==> run_1/io_fan.png <==
Drawn at 2 px/µm.
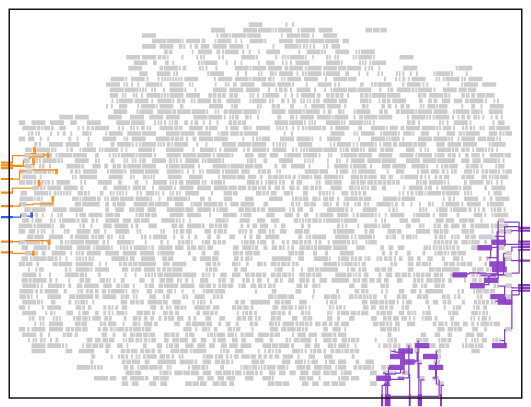
==> run_1/clocks.png <==
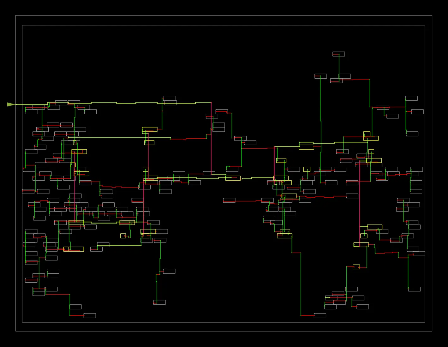
==> run_1/layer_met3.png <==
Drawn at 1.5 px/µm. Cells faint in the background.
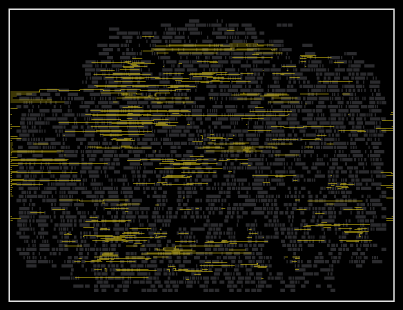
==> config.mk <==
export PLATFORM = sky130hd
export DESIGN_NAME = gs_butterfly_mod_flat
export DESIGN_NICKNAME = d
export VERILOG_FILES = /design/src/rtl/gs_butterfly_mod_if.sv /design/src/rtl/gs_butterfly_mod.sv /design/src/flat_wrapper.sv
export SDC_FILE = /design/constraint.sdc
export NUM_CORES = 1
export LEC_CHECK = 0
export ABC_AREA = 0
export CAP_MARGIN = 15
export CORE_ASPECT_RATIO = 0.75
export CORE_MARGIN = 4
export CORE_UTILIZATION = 50
export CTS_CLUSTER_DIAMETER = 60
export DETAILED_ROUTE_END_ITERATION = 6
export MAX_ROUTING_LAYER = met4
export PLACE_DENSITY = 0.7
export SYNTH_ARGS = -nofsm -noshare
export SYNTH_HDL_FRONTEND = slang
export SYNTH_SLANG_ARGS = --single-unit
==> constraint.sdc <==
create_clock -name clk -period 9.7 [get_ports clk]
set_input_delay 0.97 -clock clk [delete_from_list [all_inputs] [get_ports clk]]
set_output_delay 0.97 -clock clk [all_outputs]
set_load 0.02 [all_outputs]
==> results.sh, run 1 <==
# source this file to load flow results
export IMPL_post_cts_buffers=0
export IMPL_slowest_delay_ns=0.89
export IMPL_tap_cells=586
export IMPL_area_growth_pct=8.53
export IMPL_grt_met1_usage=0.369
export IMPL_fp_nets=3385
export IMPL_routed_top_layer="met4"
export IMPL_row_count=67
export IMPL_leakagePower_uw=0.0111
export IMPL_rrSetupSlack_ns=2.07
export IMPL_lay_top_cells="nand2_1 (506), inv_1 (359), fa_1 (258)"
export IMPL_tightest_slew_ns=1.00
export IMPL_route_met3_wl_mm=5.04
export IMPL_top_area_frac=0.225
export IMPL_netlist_instances=2876
export IMPL_dp_cells=3434
export IMPL_seqCellArea_um2=3400
export IMPL_grt_overflow=0
export IMPL_wl_met1_mm=29.3
export IMPL_logic_gate_count=2192
export IMPL_met2_usage=0.400
export IMPL_yosysUniqueCellTypes=114
export IMPL_firstDrtPassIters=7
export IMPL_cts_max_level=4
export IMPL_p_sw_uw=3090
export IMPL_design_area_um2=24900
export IMPL_p_seq_frac=0.171
export IMPL_critical_path_required_ns=10.09
export IMPL_cts_buffer_depth=2
export IMPL_die_y_um=194
export IMPL_pwr_share_comb=0.709
export IMPL_area_leaders="fa_1 (22%), dfxtp_1 (15%), ha_1 (10%), nand2_1 (8.3%), inv_1 (5.9%)"
export IMPL_num_antenna_cells=0
export IMPL_post_route_util=0.554
export IMPL_ys_top_cells_by_count="nand2_1 (506), inv_1 (360), fa_1 (258)"
export IMPL_initCoreUtil=0.510
export IMPL_drtIter0Drc=1812
export IMPL_worstSetupStartpointType="flop"
export IMPL_ctsHoldBuffers=0
export IMPL_root_buffer="clkbuf_16"
export IMPL_hold_depth=2
export IMPL_crit_type="flop to flop"
export IMPL_logic_family="adder cells"
export IMPL_final_antenna_net_count=0
export IMPL_route_met2_wl_mm=28.6
export IMPL_setup_ws_ns=2.07
export IMPL_core_um2=45000
export IMPL_period_minus_slack_ns=7.63
export IMPL_yosys_area_share_simple=0.221
export IMPL_whs_ns=0.452
export IMPL_grt_use_total=0.262
export IMPL_finalMaxSlewViolations=0
export IMPL_antenna_found_initial=0
export IMPL_vdd_drop_max_mv=0.149
export IMPL_ff2ff_path_depth=26
export IMPL_yosys_stat_seqShare=0.148
export IMPL_inv_count=363
export IMPL_finalNonFillerCells=3466
export IMPL_power_density_nw_per_um2=239
export IMPL_drc=0
export IMPL_final_fill_count=4119
export IMPL_status="finished, final reports clean"
export IMPL_warning_count=47
export IMPL_comb_area_um2=17600
export IMPL_powerSeq_uw=1020
export IMPL_setup_tns_ns=0
export IMPL_viasPerCell=5.82
export IMPL_buffers=123
export IMPL_post_route_period_util=0.787
Notes on io_fan.png above:
legend:
  orange:
    port: bus_in_tag
    bits: 8
    direction: input
    edge: left
    end_cells: 8
    buffers: 8
    wire: 136 µm
  blue:
    port: bus_in_valid
    bits: 1
    direction: input
    edge: left
    end_cells: 1
    buffers: 1
    wire: 9.50 µm
  purple:
    port: bus_out_b
    bits: 18
    direction: output
    edge: 10 right, 8 bottom
    end_cells: 18
    buffers: 18
    wire: 527 µm
port bufs: 112
num ports: 113

Notes on clocks.png above:
P_clk: 713 µW
Num CTS Buffers: 17
# clock sinks: 170
CLK BUF: 17
Clock Skew: 0.0142 ns

Notes on layer_met3.png above:
nets with wire on the layer: 283
main direction: horizontal
wire length on this layer: 5040 µm
share of all routed wire: 7.9%
WL final: 63.9 mm
met3 GRT Util: 0.0479
via count: 20166

==> run_1/placement_by_type.png <==
Drawn at 1 px/µm.
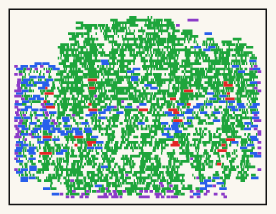

==> inputs of run 2 (changes only) <==
--- a/config.mk
+++ b/config.mk
@@ -13,7 +13,7 @@
 export CTS_CLUSTER_DIAMETER = 60
 export DETAILED_ROUTE_END_ITERATION = 6
 export MAX_ROUTING_LAYER = met4
-export PLACE_DENSITY = 0.7
+export PLACE_DENSITY = 0.73
 export SYNTH_ARGS = -nofsm -noshare
 export SYNTH_HDL_FRONTEND = slang
 export SYNTH_SLANG_ARGS = --single-unit
==> constraint.sdc (replaced) <==
create_clock -name clk -period 6.8 [get_ports clk]
set_input_delay 0.68 -clock clk [delete_from_list [all_inputs] [get_ports clk]]
set_output_delay 0.68 -clock clk [all_outputs]
set_load 0.02 [all_outputs]
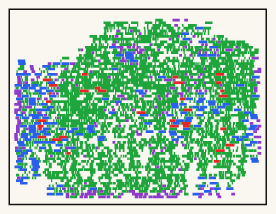
(run_2/placement_by_type.png)
Drawn at 1 px/µm.
legend:
  red:
    class: clock drivers and dummy loads
    cells: 32
  blue:
    class: sequential cells
    cells: 170
  purple:
    class: remaining buffers and delay cells
    cells: 242
  green:
    class: combinational and other logic
    cells: 2555
register fraction of the total cell area: 0.133
Std-Cell Rows: 67
fin area: 26200 µm²
utilization after layout: 0.581
area of the core: 45000 µm²

==> results.sh, run 2 <==
# source this file to load flow results
export IMPL_netlist_instances=2876
export IMPL_final_antenna_net_count=0
export IMPL_pwr_share_comb=0.728
export IMPL_crit_type="flop to flop"
export IMPL_critical_path_required_ns=7.11
export IMPL_root_buffer="clkbuf_16"
export IMPL_inv_count=363
export IMPL_seqCellArea_um2=3470
export IMPL_final_fill_count=3976
export IMPL_grtUsageMet3=0.0500
export IMPL_comb_area_um2=17800
export IMPL_finalNonFillerCells=3585
export IMPL_post_cts_buffers=0
export IMPL_rrSetupSlack_ns=0.07
export IMPL_lay_top_cells="nand2_1 (506), inv_1 (354), fa_1 (255)"
export IMPL_firstDrtPassIters=5
export IMPL_tightest_slew_ns=1.02
export IMPL_hold_depth=2
export IMPL_worstSetupStartpointType="flop"
export IMPL_viasPerCell=5.76
export IMPL_wl_met1_mm=29.6
export IMPL_ff2ff_path_depth=24
export IMPL_leakagePower_uw=0.0118
export IMPL_warning_count=50
export IMPL_routed_top_layer="met4"
export IMPL_drc=0
export IMPL_tap_cells=586
export IMPL_vdd_drop_max_mv=0.238
export IMPL_finClkSkew_ns=0.0206
export IMPL_initCoreUtil=0.510
export IMPL_slowest_delay_ns=0.54
export IMPL_period_minus_slack_ns=6.73
export IMPL_p_clk_uw=1080
export IMPL_clock_buffers=17
export IMPL_cts_buffer_depth=2
export IMPL_area_leaders="fa_1 (22%), dfxtp_1 (15%), ha_1 (10%), nand2_1 (8.3%), inv_1 (5.9%)"
export IMPL_ys_top_cells_by_count="nand2_1 (506), inv_1 (360), fa_1 (258)"
export IMPL_logic_family="adder cells"
export IMPL_via_count=20652
export IMPL_die_y_um=194
export IMPL_route_met2_wl_mm=29.2
export IMPL_yosys_stat_seqShare=0.148
export IMPL_route_met3_wl_mm=5.04
export IMPL_grt_overflow=0
export IMPL_numPortBuffers=112
export IMPL_status="finished, final reports clean"
export IMPL_num_antenna_cells=0
export IMPL_clock_sinks=170
export IMPL_yosysUniqueCellTypes=114
Power and IR drop assume default switching activity.
